--- src/rtl/mac_vert_pkg.sv ---
// Shared types and derived widths for the self-sequencing vertical bit-column MAC.
package mac_vert_pkg;

    typedef logic [2:0] mac_state_t;

    localparam mac_state_t StIdle  = 3'd0;
    localparam mac_state_t StLoad  = 3'd1;
    localparam mac_state_t StRun   = 3'd2;
    localparam mac_state_t StDrain = 3'd3;
    localparam mac_state_t StDone  = 3'd4;

    function automatic int num_groups(input int vec_length, input int group_size);
        return vec_length / group_size;
    endfunction

    function automatic int group_sum_w(input int data_width, input int group_size);
        return data_width + $clog2(group_size);
    endfunction

    // Room for S_g - P_g with repeated selects, the cross-group sum and MSB negation.
    function automatic int col_sum_w(input int data_width, input int group_size,
                                     input int n_groups);
        return group_sum_w(data_width, group_size) + $clog2(n_groups) + 2;
    endfunction

endpackage

--- src/rtl/mac_group_column.sv ---
// One activation group: registered slot muxes (stage 1), then the slot sum and
// skip-zero select feeding the cross-group adder (stage 2).
module mac_group_column
    import mac_vert_pkg::*;
#(
    parameter int DATA_WIDTH = 8,
    parameter int GROUP_SIZE = 8,
    parameter int SLOTS      = GROUP_SIZE / 2,
    parameter int SEL_W      = $clog2(GROUP_SIZE + 1),
    localparam int GSW       = group_sum_w(DATA_WIDTH, GROUP_SIZE)
) (
    input  logic                                  clk,
    input  logic                                  reset,
    input  logic                                  load,
    input  logic [GROUP_SIZE-1:0][DATA_WIDTH-1:0] act,
    input  logic [SLOTS-1:0][SEL_W-1:0]           sel,
    input  logic                                  skip_zero,
    input  logic [GSW-1:0]                        group_sum,
    output logic [GSW:0]                          col_sum
);

    logic [SLOTS-1:0][DATA_WIDTH-1:0] slot_d, slot_q;
    logic                             skip_q;
    logic signed [GSW-1:0]            psum;

    // Out-of-range selects (>= GROUP_SIZE) match no input and leave the slot at zero.
    always_comb begin
        slot_d = '0;
        for (int s = 0; s < SLOTS; s++) begin
            for (int i = 0; i < GROUP_SIZE; i++) begin
                if (sel[s] == SEL_W'(i)) slot_d[s] = act[i];
            end
        end
    end

    always_ff @(posedge clk or negedge reset) begin
        if (!reset) begin
            slot_q <= '0;
            skip_q <= 1'b0;
        end else if (load) begin
            slot_q <= slot_d;
            skip_q <= skip_zero;
        end
    end

    always_comb begin
        psum = '0;
        for (int s = 0; s < SLOTS; s++) begin
            psum = psum + GSW'($signed(slot_q[s]));
        end
        if (skip_q) col_sum = (GSW + 1)'(psum);
        else        col_sum = (GSW + 1)'($signed(group_sum)) - (GSW + 1)'(psum);
    end

endmodule

--- src/rtl/mac_unit_vert_seq.sv ---
// Self-sequencing vertical bit-column MAC: latch activations, form group sums,
// then accumulate one shifted weight column per handshake into a signed result.
module mac_unit_vert_seq
    import mac_vert_pkg::*;
#(
    parameter int DATA_WIDTH  = 8,
    parameter int VEC_LENGTH  = 16,
    parameter int GROUP_SIZE  = 8,
    parameter int SLOTS       = GROUP_SIZE / 2,
    parameter int WEIGHT_BITS = 8,
    parameter int SEL_W       = $clog2(GROUP_SIZE + 1),
    parameter int ACC_W       = DATA_WIDTH + $clog2(VEC_LENGTH) + WEIGHT_BITS + 2,
    localparam int NUM_GROUPS = num_groups(VEC_LENGTH, GROUP_SIZE),
    localparam int HSEL_W     = $clog2(VEC_LENGTH)
) (
    input  logic                                     clk,
    input  logic                                     reset,
    input  logic                                     in_valid,
    output logic                                     in_ready,
    input  logic [VEC_LENGTH-1:0][DATA_WIDTH-1:0]    act,
    input  logic                                     signed_w,
    input  logic                                     col_valid,
    output logic                                     col_ready,
    input  logic [NUM_GROUPS*SLOTS-1:0][SEL_W-1:0]   col_sel,
    input  logic [NUM_GROUPS-1:0]                    col_skip_zero,
    input  logic                                     col_last,
    input  logic                                     ham_en,
    input  logic [HSEL_W-1:0]                        ham_sel,
    input  logic                                     ham_sign,
    output logic                                     out_valid,
    input  logic                                     out_ready,
    output logic [ACC_W-1:0]                         result,
    output logic                                     col_overrun
);

    localparam int GSW = group_sum_w(DATA_WIDTH, GROUP_SIZE);
    localparam int CSW = col_sum_w(DATA_WIDTH, GROUP_SIZE, NUM_GROUPS);
    localparam int KW  = $clog2(WEIGHT_BITS + 1);

    mac_state_t state_q, state_d;

    logic [VEC_LENGTH-1:0][DATA_WIDTH-1:0] act_q;
    logic                                  signed_w_q;
    logic [NUM_GROUPS-1:0][GSW-1:0]        gsum_d, gsum_q;
    logic [KW-1:0]                         k_q;
    logic                                  overrun_q;
    logic                                  drain_q;
    logic signed [ACC_W-1:0]               acc_q;

    logic                                  s1_valid_q;
    logic [KW-1:0]                         s1_k_q;
    logic                                  s1_msb_q;
    logic [DATA_WIDTH-1:0]                 ham_d, s1_ham_q;
    logic                                  s1_ham_sign_q;

    logic [NUM_GROUPS-1:0][GSW:0]          col_sum;
    logic signed [CSW-1:0]                 tsum;
    logic signed [ACC_W-1:0]               tsum_ext, ham_ext, term;

    logic in_fire, col_fire, k_at_max, col_is_last;

    assign in_fire     = (state_q == StIdle) && in_valid;
    assign col_fire    = (state_q == StRun) && col_valid;
    assign k_at_max    = (k_q == KW'(WEIGHT_BITS - 1));
    assign col_is_last = col_last || k_at_max;

    always_comb begin
        state_d = state_q;
        case (state_q)
            StIdle:  if (in_valid) state_d = StLoad;
            StLoad:  state_d = StRun;
            StRun:   if (col_valid && col_is_last) state_d = StDrain;
            StDrain: if (drain_q) state_d = StDone;
            StDone:  if (out_ready) state_d = StIdle;
            default: state_d = StIdle;
        endcase
    end

    always_comb begin
        gsum_d = '0;
        for (int g = 0; g < NUM_GROUPS; g++) begin
            for (int i = 0; i < GROUP_SIZE; i++) begin
                gsum_d[g] = gsum_d[g] + GSW'($signed(act_q[g*GROUP_SIZE + i]));
            end
        end
    end

    always_comb begin
        ham_d = '0;
        if (ham_en) begin
            for (int i = 0; i < VEC_LENGTH; i++) begin
                if (ham_sel == HSEL_W'(i)) ham_d = act_q[i];
            end
        end
    end

    always_ff @(posedge clk or negedge reset) begin
        if (!reset) begin
            state_q    <= StIdle;
            act_q      <= '0;
            signed_w_q <= 1'b0;
            gsum_q     <= '0;
            k_q        <= '0;
            overrun_q  <= 1'b0;
            drain_q    <= 1'b0;
            acc_q      <= '0;
        end else begin
            state_q <= state_d;
            if (in_fire) begin
                act_q      <= act;
                signed_w_q <= signed_w;
                k_q        <= '0;
                overrun_q  <= 1'b0;
                acc_q      <= '0;
            end else if (s1_valid_q) begin
                acc_q <= acc_q + term;
            end
            if (state_q == StLoad) gsum_q <= gsum_d;
            if (col_fire) begin
                k_q <= k_q + KW'(1);
                if (!col_last && k_at_max) overrun_q <= 1'b1;
            end
            if (state_q == StDrain) drain_q <= ~drain_q;
        end
    end

    always_ff @(posedge clk or negedge reset) begin
        if (!reset) begin
            s1_valid_q    <= 1'b0;
            s1_k_q        <= '0;
            s1_msb_q      <= 1'b0;
            s1_ham_q      <= '0;
            s1_ham_sign_q <= 1'b0;
        end else begin
            s1_valid_q <= col_fire;
            if (col_fire) begin
                s1_k_q        <= k_q;
                s1_msb_q      <= col_last && signed_w_q;
                s1_ham_q      <= ham_d;
                s1_ham_sign_q <= ham_sign;
            end
        end
    end

    for (genvar g = 0; g < NUM_GROUPS; g++) begin : g_group
        mac_group_column #(
            .DATA_WIDTH (DATA_WIDTH),
            .GROUP_SIZE (GROUP_SIZE),
            .SLOTS      (SLOTS),
            .SEL_W      (SEL_W)
        ) u_col (
            .clk       (clk),
            .reset     (reset),
            .load      (col_fire),
            .act       (act_q[g*GROUP_SIZE +: GROUP_SIZE]),
            .sel       (col_sel[g*SLOTS +: SLOTS]),
            .skip_zero (col_skip_zero[g]),
            .group_sum (gsum_q[g]),
            .col_sum   (col_sum[g])
        );
    end

    // The hamming term is shifted with the column but never takes the MSB negation.
    always_comb begin
        tsum = '0;
        for (int g = 0; g < NUM_GROUPS; g++) begin
            tsum = tsum + CSW'($signed(col_sum[g]));
        end
        if (s1_msb_q) tsum = -tsum;
        tsum_ext = ACC_W'(tsum);
        ham_ext  = ACC_W'($signed(s1_ham_q));
        if (s1_ham_sign_q) ham_ext = -ham_ext;
        term = (tsum_ext <<< s1_k_q) + (ham_ext <<< s1_k_q);
    end

    assign in_ready    = (state_q == StIdle);
    assign col_ready   = (state_q == StRun);
    assign out_valid   = (state_q == StDone);
    assign result      = acc_q;
    assign col_overrun = overrun_q;

endmodule

--- config.mk ---
export PLATFORM = sky130hd
export DESIGN_NAME = mac_unit_vert_seq
export DESIGN_NICKNAME = d
export VERILOG_FILES = /design/src/rtl/mac_vert_pkg.sv /design/src/rtl/mac_group_column.sv /design/src/rtl/mac_unit_vert_seq.sv
export SDC_FILE = /design/constraint.sdc
export NUM_CORES = 1
export LEC_CHECK = 0
export ABC_AREA = 0
export CAP_MARGIN = 20
export CORE_MARGIN = 1.5
export CORE_UTILIZATION = 61
export DETAILED_ROUTE_END_ITERATION = 10
export PLACE_DENSITY = 0.83
export SLEW_MARGIN = 20
export SYNTH_ARGS = -nofsm -noshare
export SYNTH_HDL_FRONTEND = slang
export SYNTH_HIERARCHICAL = 1
export SYNTH_SLANG_ARGS = --single-unit
--- constraint.sdc ---
create_clock -name clk -period 11.6 [get_ports clk]
set_input_delay 2.32 -clock clk [delete_from_list [all_inputs] [get_ports clk]]
set_output_delay 2.32 -clock clk [all_outputs]
set_load 0.005 [all_outputs]
==> impl_metrics.env, run 1 <==
# source this file to load flow results
export IMPL_run_status="completed"
export IMPL_wire_per_inst_um=23.0
export IMPL_grt_overflow_total=0
export IMPL_topCombFamilyByArea="AND-OR/OR-AND gates"
export IMPL_cts_resized_gates=0
export IMPL_hold_slack_ns=0.487
export IMPL_synth_flops=263
export IMPL_top_cells_by_count="sky130_fd_sc_hd__nand2_1 (511), sky130_fd_sc_hd__dfrtp_1 (263), sky130_fd_sc_hd__inv_1 (259), sky130_fd_sc_hd__o21ai_0 (192), sky130_fd_sc_hd__nor2_1 (187)"
export IMPL_detail_route_drc_violations=0
export IMPL_max_cap_violations=0
export IMPL_synth_yosys_chip_area_mm2=0.0259
export IMPL_final_layout_size_suffix_gt1_share_pct=7.92
export IMPL_pre_cts_ws_ns=1.60
export IMPL_maximum_number_of_pins_on_one_net_before_global_route_repair=183
export IMPL_place_congestion=0.970
export IMPL_initial_antenna_violation_count=2
export IMPL_setup_total_negative_slack_ns=0
export IMPL_cp_required_ns=12.12
export IMPL_post_synthesis_instance_area_mm2=0.0259
export IMPL_nets=3451
export IMPL_die_area_mm2=0.0437
export IMPL_ys_warnings_count=6
export IMPL_hold_buffers=0
export IMPL_clock_insertion_delay_worst_skew_ns=0.59
export IMPL_cts_root_buf="sky130_fd_sc_hd__clkbuf_16"
export IMPL_routed_via_density=6.54
export IMPL_detailroute_wirelength_met2_mm=36.6
export IMPL_firstDrtPassIters=6
export IMPL_drt_first_iter_violations=2797
export IMPL_ant_nets=0
export IMPL_cts_clock_pin_slew_for_the_worst_setup_and_hold_paths_ns=0.06
export IMPL_yosys_mux_area_fraction_pct=13.6
export IMPL_h_tree_level_count=1
export IMPL_post_synth_xor_area_fraction_pct=2.69
export IMPL_fp_utilization_pct=61.8
export IMPL_critical_path_max_stage_delay_ns=0.58
export IMPL_grt_setup_unrepaired="false"
export IMPL_hold_viol=0
export IMPL_synth_simple_gate_area_share_pct=16.5
export IMPL_dominantRegCellSynth="sky130_fd_sc_hd__dfrtp_1"
export IMPL_critical_path_class="reg -> reg"
export IMPL_std_cell_rows=75
export IMPL_log_warning_count=29
export IMPL_synth_cell_type_count=111
export IMPL_cts_num_sinks=263
export IMPL_relSlewSlack_pct=24.4
export IMPL_dr_wl_met3_mm=9.13
export IMPL_cpLargestDelayFamily="AND-OR/OR-AND gates"
export IMPL_synth_compound_area_share_pct=18.3
export IMPL_post_synth_inst_count=2928
export IMPL_synth_avg_cell_area_um2=8.85
export IMPL_io_pins=201
export IMPL_die_size_x_um=209
export IMPL_arrival_ns=10.54
export IMPL_fin_crit_ns=10.02
export IMPL_ys_sh_adder_pct=17.0
export IMPL_cts_tree="built"
export IMPL_synth_async_reset_ratio_pct=100
export IMPL_postSynthNetCount=3359
export IMPL_synth_dominant_cell_count="sky130_fd_sc_hd__nand2_1"
export IMPL_fin_skew_ns=0.0211
export IMPL_areaGrowthSynthToFinish_pct=12.7
export IMPL_grt_pass1_wl_mm=129
export IMPL_hp_class="reg -> reg"
export IMPL_dr_max_layer_used="met5"
export IMPL_io_buffers=200
export IMPL_worst_pin_slew_ns=1.13
export IMPL_clk_path_buf_depth=3
export IMPL_detail_route_wirelength_met1_mm=33.7
export IMPL_fmaxAchievable_mhz=99.8
export IMPL_finalSetupViolations=0
export IMPL_core_area_mm2=0.0419
export IMPL_synth_top_cells_by_area="sky130_fd_sc_hd__dfrtp_1 (25%), sky130_fd_sc_hd__fa_1 (12%), sky130_fd_sc_hd__nand2_1 (7.4%)"
export IMPL_cts_buffers_inserted=31
export IMPL_synth_top_area_share_pct=25.4
export IMPL_ys_cells=2928
export IMPL_postSynthSeqShare_pct=25.4
export IMPL_path_buffers=2
export IMPL_buffers_inserted_during_post_cts_setup_optimization=0
export IMPL_hpwl_mm=62.4
export IMPL_grt_pass1_vias=22800
export IMPL_edf_count=0
export IMPL_worstPathMaxFanout=7
export IMPL_worst_path_max_delay_cell="sky130_fd_sc_hd__or4_4"
## run 1: layout make-up
cell class,instances,area [um^2]
well taps,539,674
diodes,1,2.50
inverters,266,1000
flip-flops and latches,263,6580
clock inverters,10,156
repair buffers,226,2230
multi-input cells,2232,17700
fillers,3289,12700
clock buffers,45,868
## run 1: routing by layer
layer  vias up  GRT usage, %
met5         -             0
met4         2          12.2
met3       184          8.93
met2      1320          57.8
met1     11500          53.7
li1      10400             -
## run 1: cell usage in the layout, fill, tap and decap left out, types with 38 or more instances in the layout
master,instances
sky130_fd_sc_hd__clkdlybuf4s50_1,198
sky130_fd_sc_hd__o22ai_1,38
sky130_fd_sc_hd__nor2b_1,38
sky130_fd_sc_hd__mux4_2,82
sky130_fd_sc_hd__nor2_1,187
sky130_fd_sc_hd__inv_1,258
sky130_fd_sc_hd__a21oi_1,131
sky130_fd_sc_hd__o21ai_0,192
sky130_fd_sc_hd__nand2b_1,40
sky130_fd_sc_hd__nor3_1,38
sky130_fd_sc_hd__a22oi_1,38
sky130_fd_sc_hd__xnor2_1,42
sky130_fd_sc_hd__fa_1,161
sky130_fd_sc_hd__dfrtp_1,262
sky130_fd_sc_hd__nand2_1,510
sky130_fd_sc_hd__ha_1,95
sky130_fd_sc_hd__mux2i_1,137
## run 1: worst paths after layout
kind                       slack [ns]                  startpoint    endpoint  cells after the start
setup / recovery                 1.58  g_group[1].u_col/slot_q[2]  result[21]                     39
hold / removal                   0.49                  signed_w_q  signed_w_q                      2
setup reg to reg                 1.58  g_group[1].u_col/slot_q[2]  result[21]                     39
hold reg to reg                  0.49                  signed_w_q  signed_w_q                      2
max in group asynchronous        8.44                       reset  act_q[117]                      3
min in group asynchronous        1.71                       reset  result[19]                      1
## run 1: logic make-up after synthesis
family	Yosys count
XOR/XNOR	72
AND/OR/NAND/NOR	949
buffers and inverters	433
multiplexers	247
AND-OR/OR-AND	708
adder cells (fa/ha/maj)	256
flip-flops	263
## run 1: per-stage QoR
step,std cells,util [%],cell area (um^2)
3_3_place_gp,3525,67.1,28100
3_5_place_dp,3525,67.1,28100
6_report,3582,69.6,29200
4_1_cts,3580,69.5,29200
2_1_floorplan,2928,-,25900
5_1_grt,3581,69.6,29200
## run 1: registers in the layout, indices dropped and copies added (netlist names)
signal                cells
s1_k_q                    4
s1_valid_q                1
s1_ham_q                  8
k_q                       4
col_overrun               1
signed_w_q                1
result                   22
s1_ham_sign_q             1
state_q                   3
drain_q                   1
g_group.u_col/skip_q      2
gsum_q                   22
s1_msb_q                  1
g_group.u_col/slot_q     64
act_q                   128
## run 1: worst register-to-register path: cells and delay by family (launching register included)
kind | cells | cell delay, ns
AOI/OAI and AO/OA | 17 | 4.17
xor gates and xnor gates | 1 | 0.11
adders and majority gates | 7 | 2.87
buffers and inverters | 2 | 0.12
DFF | 1 | 0.35
muxes | 4 | 0.66
and+or+nand+nor | 8 | 1.69
Fig. 1: run 1, signal wires on met1
Scale: 2 px per um. Supply wires on this layer in gray.
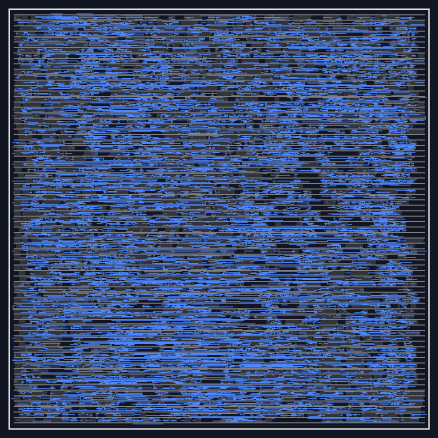
The layer carries 33.7 mm of wire. The layer holds 41% of the routed length.
met1 track utilization from global routing: 53.7%
Final Routed Wirelength: 82.3 mm
via count: 23400

Fig. 2: run 1, met2 routing
Scale: 2 px per um.
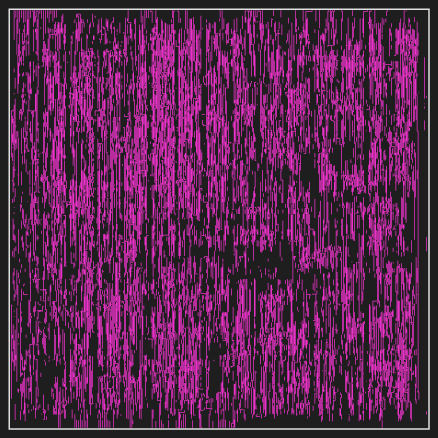
The layer holds 44% of the routed length. The wires run mostly vertical.
met2 GRT Util: 57.8%

Fig. 3: run 1, M3 wires
Scale: 3 px per um.
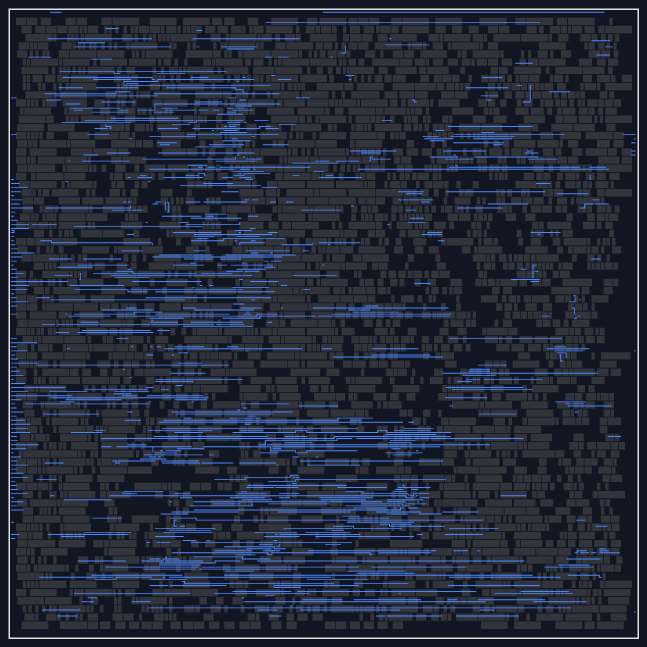
The longest straight run is 141 um. The layer holds 11% of the routed length. The wires run mostly horizontal. 488 nets have wire on it. The layer carries 9130 um of wire.

## Run 2: what changed since run 1
- CORE_UTILIZATION: 61 -> 60
- PLACE_DENSITY: 0.83 -> 0.82
Fig. 4: run 2, routing congestion
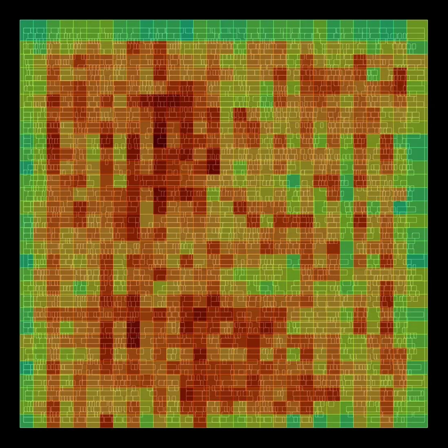
GR Util met3: 8.86%
total routing usage reported by global routing: 37.9%
met1 track utilization from global routing: 53.6%
met2 GRT Util: 58.0%
final design utilization: 69.4%

==> run 2 against run 1 <==
  * Critical path depth is the same
  * Critical path type unchanged
  * Critical endpoint unchanged
  * Sequential share of layout area shrank 0.12 points
==> impl_metrics.env, run 2 <==
# source this file to load flow results
export IMPL_reg_top3="act_q: 128 flops, g_group.u_col/slot_q: 64 flops"
export IMPL_io_pins=201
export IMPL_cts_clock_pin_slew_for_the_worst_setup_and_hold_paths_ns=0.06
export IMPL_synth_top_area_share_pct=25.4
export IMPL_fmaxAchievable_mhz=99.7
export IMPL_top_cells_by_count="sky130_fd_sc_hd__nand2_1 (511), sky130_fd_sc_hd__dfrtp_1 (263), sky130_fd_sc_hd__inv_1 (259), sky130_fd_sc_hd__o21ai_0 (192), sky130_fd_sc_hd__nor2_1 (187)"
export IMPL_dr_total_vias=23400
export IMPL_wire_per_inst_um=23.0
export IMPL_ys_warnings_count=6
export IMPL_hold_viol=0
export IMPL_synth_async_reset_ratio_pct=100
export IMPL_die_area_mm2=0.0445
export IMPL_run_status="completed"
export IMPL_cts_num_sinks=263
export IMPL_areaGrowthSynthToFinish_pct=13.2
export IMPL_synth_yosys_chip_area_mm2=0.0259
export IMPL_finalMaxSlewViolations=0
export IMPL_grt_setup_unrepaired="false"
export IMPL_critical_path_max_stage_delay_ns=0.58
export IMPL_synth_flops=263
export IMPL_grt_pass1_wl_mm=130
export IMPL_drt_first_iter_violations=2773
export IMPL_post_synth_inst_count=2928
export IMPL_cts_buffers_inserted=31
export IMPL_place_detailed_instances=3565
export IMPL_clock_insertion_delay_worst_skew_ns=0.62
export IMPL_most_frequently_placed_logic_cell_in_the_final_layout="sky130_fd_sc_hd__nand2_1"
export IMPL_std_cell_rows=75
export IMPL_final_instance_count_excl_fill=3624
export IMPL_routed_via_density=6.47
export IMPL_fin_crit_ns=10.03
export IMPL_hpwl_mm=63.2
export IMPL_fin_skew_ns=0.0252
export IMPL_max_cap_violations=0
export IMPL_postSynthNetCount=3359
export IMPL_setup_total_negative_slack_ns=0
export IMPL_h_tree_level_count=1
export IMPL_buffers_inserted_during_post_cts_setup_optimization=0
export IMPL_arrival_ns=10.55
export IMPL_grt_pass1_vias=22800
export IMPL_dominantRegCellSynth="sky130_fd_sc_hd__dfrtp_1"
export IMPL_place_congestion=1.04
export IMPL_synth_top_cells_by_area="sky130_fd_sc_hd__dfrtp_1 (25%), sky130_fd_sc_hd__fa_1 (12%), sky130_fd_sc_hd__nand2_1 (7.4%)"
export IMPL_hp_class="reg -> reg"
export IMPL_maximum_number_of_pins_on_one_net_before_global_route_repair=105
export IMPL_relSlewSlack_pct=25.7
export IMPL_synth_avg_cell_area_um2=8.85
export IMPL_synth_dominant_cell_count="sky130_fd_sc_hd__nand2_1"
export IMPL_critical_path_class="reg -> reg"
export IMPL_cts_resized_gates=0
export IMPL_worstPathMaxFanout=7
export IMPL_cts_root_buf="sky130_fd_sc_hd__clkbuf_16"
export IMPL_io_buffers=200
export IMPL_die_size_x_um=211
export IMPL_initial_antenna_violation_count=3
export IMPL_detail_route_drc_violations=0
export IMPL_fp_utilization_pct=61.3
export IMPL_cts_tree="built"
export IMPL_routed_wirelength_mm=83.4
export IMPL_n_fill_cell=3283
export IMPL_post_synthesis_instance_area_mm2=0.0259
export IMPL_synth_cell_type_count=111
export IMPL_largest_register_ff_count=128
export IMPL_worst_path_max_delay_cell="sky130_fd_sc_hd__or4_4"
export IMPL_clk_path_buf_depth=3
export IMPL_pre_cts_ws_ns=1.57
export IMPL_worst_pin_slew_ns=1.11
export IMPL_hold_buffers=0
export IMPL_grt_overflow_total=0
export IMPL_hold_slack_ns=0.494
export IMPL_nets=3453
export IMPL_edf_count=0
export IMPL_ys_cells=2928
export IMPL_finalSetupViolations=0
export IMPL_postSynthSeqShare_pct=25.4
export IMPL_log_warning_count=27
export IMPL_layout_top_cells="sky130_fd_sc_hd__nand2_1 (510), sky130_fd_sc_hd__dfrtp_1 (262), sky130_fd_sc_hd__inv_1 (258)"
export IMPL_ant_nets=0
export IMPL_final_layout_size_suffix_gt1_share_pct=8.31
export IMPL_cp_required_ns=12.12
export IMPL_registers_top_by_ff_count="act_q"
export IMPL_firstDrtPassIters=6
export IMPL_core_area_mm2=0.0423
## run 2: cell counts after synthesis
No cell type changed its count.
## run 2: metal layers
metal / up-vias / part of all wire [%] / track usage, %
met2: 1352 / 45 / 58.0
met4: 4 / 3.5 / 11.8
met3: 188 / 11 / 8.86
li1: 10500 / - / -
met5: - / 0.025 / 0
met1: 11400 / 41 / 53.6
## run 2: path summary, 6_finish.rpt
| kind | startpoint | endpoint | slack, ns | cells after the start |
|---|---|---|---|---|
| max | g_group[1].u_col/slot_q[2] | result[21] | 1.57 | 39 |
| min | gsum_q[15] | gsum_q[15] | 0.49 | 2 |
| max reg2reg | g_group[1].u_col/slot_q[2] | result[21] | 1.57 | 39 |
| min reg2reg | gsum_q[15] | gsum_q[15] | 0.49 | 2 |
| max in group asynchronous | reset | act_q[118] | 7.85 | 3 |
| min in group asynchronous | reset | g_group[0].u_col/slot_q[4] | 1.69 | 1 |
## run 2: metrics by stage
step | area (um^2) | utilization [%]
after floorplan | 25900 | -
after global placement | 28200 | 66.6
after detailed placement | 28200 | 66.6
after CTS | 29300 | 69.3
after global routing | 29400 | 69.4
final | 29400 | 69.4
## run 2: critical path, delay by kind of cell (launching register included)
kind / cells / cell delay, ns
xor+xnor: 1 / 0.12
simple gates: 8 / 1.73
mux: 4 / 0.67
buf+inv: 2 / 0.12
fa+ha+maj: 7 / 2.86
compound gates: 17 / 4.09
flops: 1 / 0.35
## run 2: cell families (layout without fill, tap and decap cells)
| kind of cell | after synthesis | count (layout) | share of synthesized area, % |
|---|---|---|---|
| DFF | 263 | 263 | 25.4 |
| muxes | 247 | 247 | 13.6 |
| other | 0 | 1 | 0 |
| AOI/OAI and AO/OA | 708 | 708 | 18.3 |
| xor gates and xnor gates | 72 | 72 | 2.69 |
| and+or+nand+nor | 949 | 949 | 16.5 |
| adders and majority gates | 256 | 256 | 17.0 |
| buffers and inverters | 433 | 551 | 6.45 |
## run 2: cell type report
class                           count  area, um^2  area share (%)
Sequential cell                   263        6580            22.4
Clock inverter                     18         283           0.963
Antenna cell                        1        2.50         0.00852
Inverter                          266        1000            3.41
Timing Repair Buffer              228        2220            7.56
Multi-Input combinational cell   2232       17700            60.3
Tap cell                          577         722            2.46
Clock buffer                       39         856            2.91
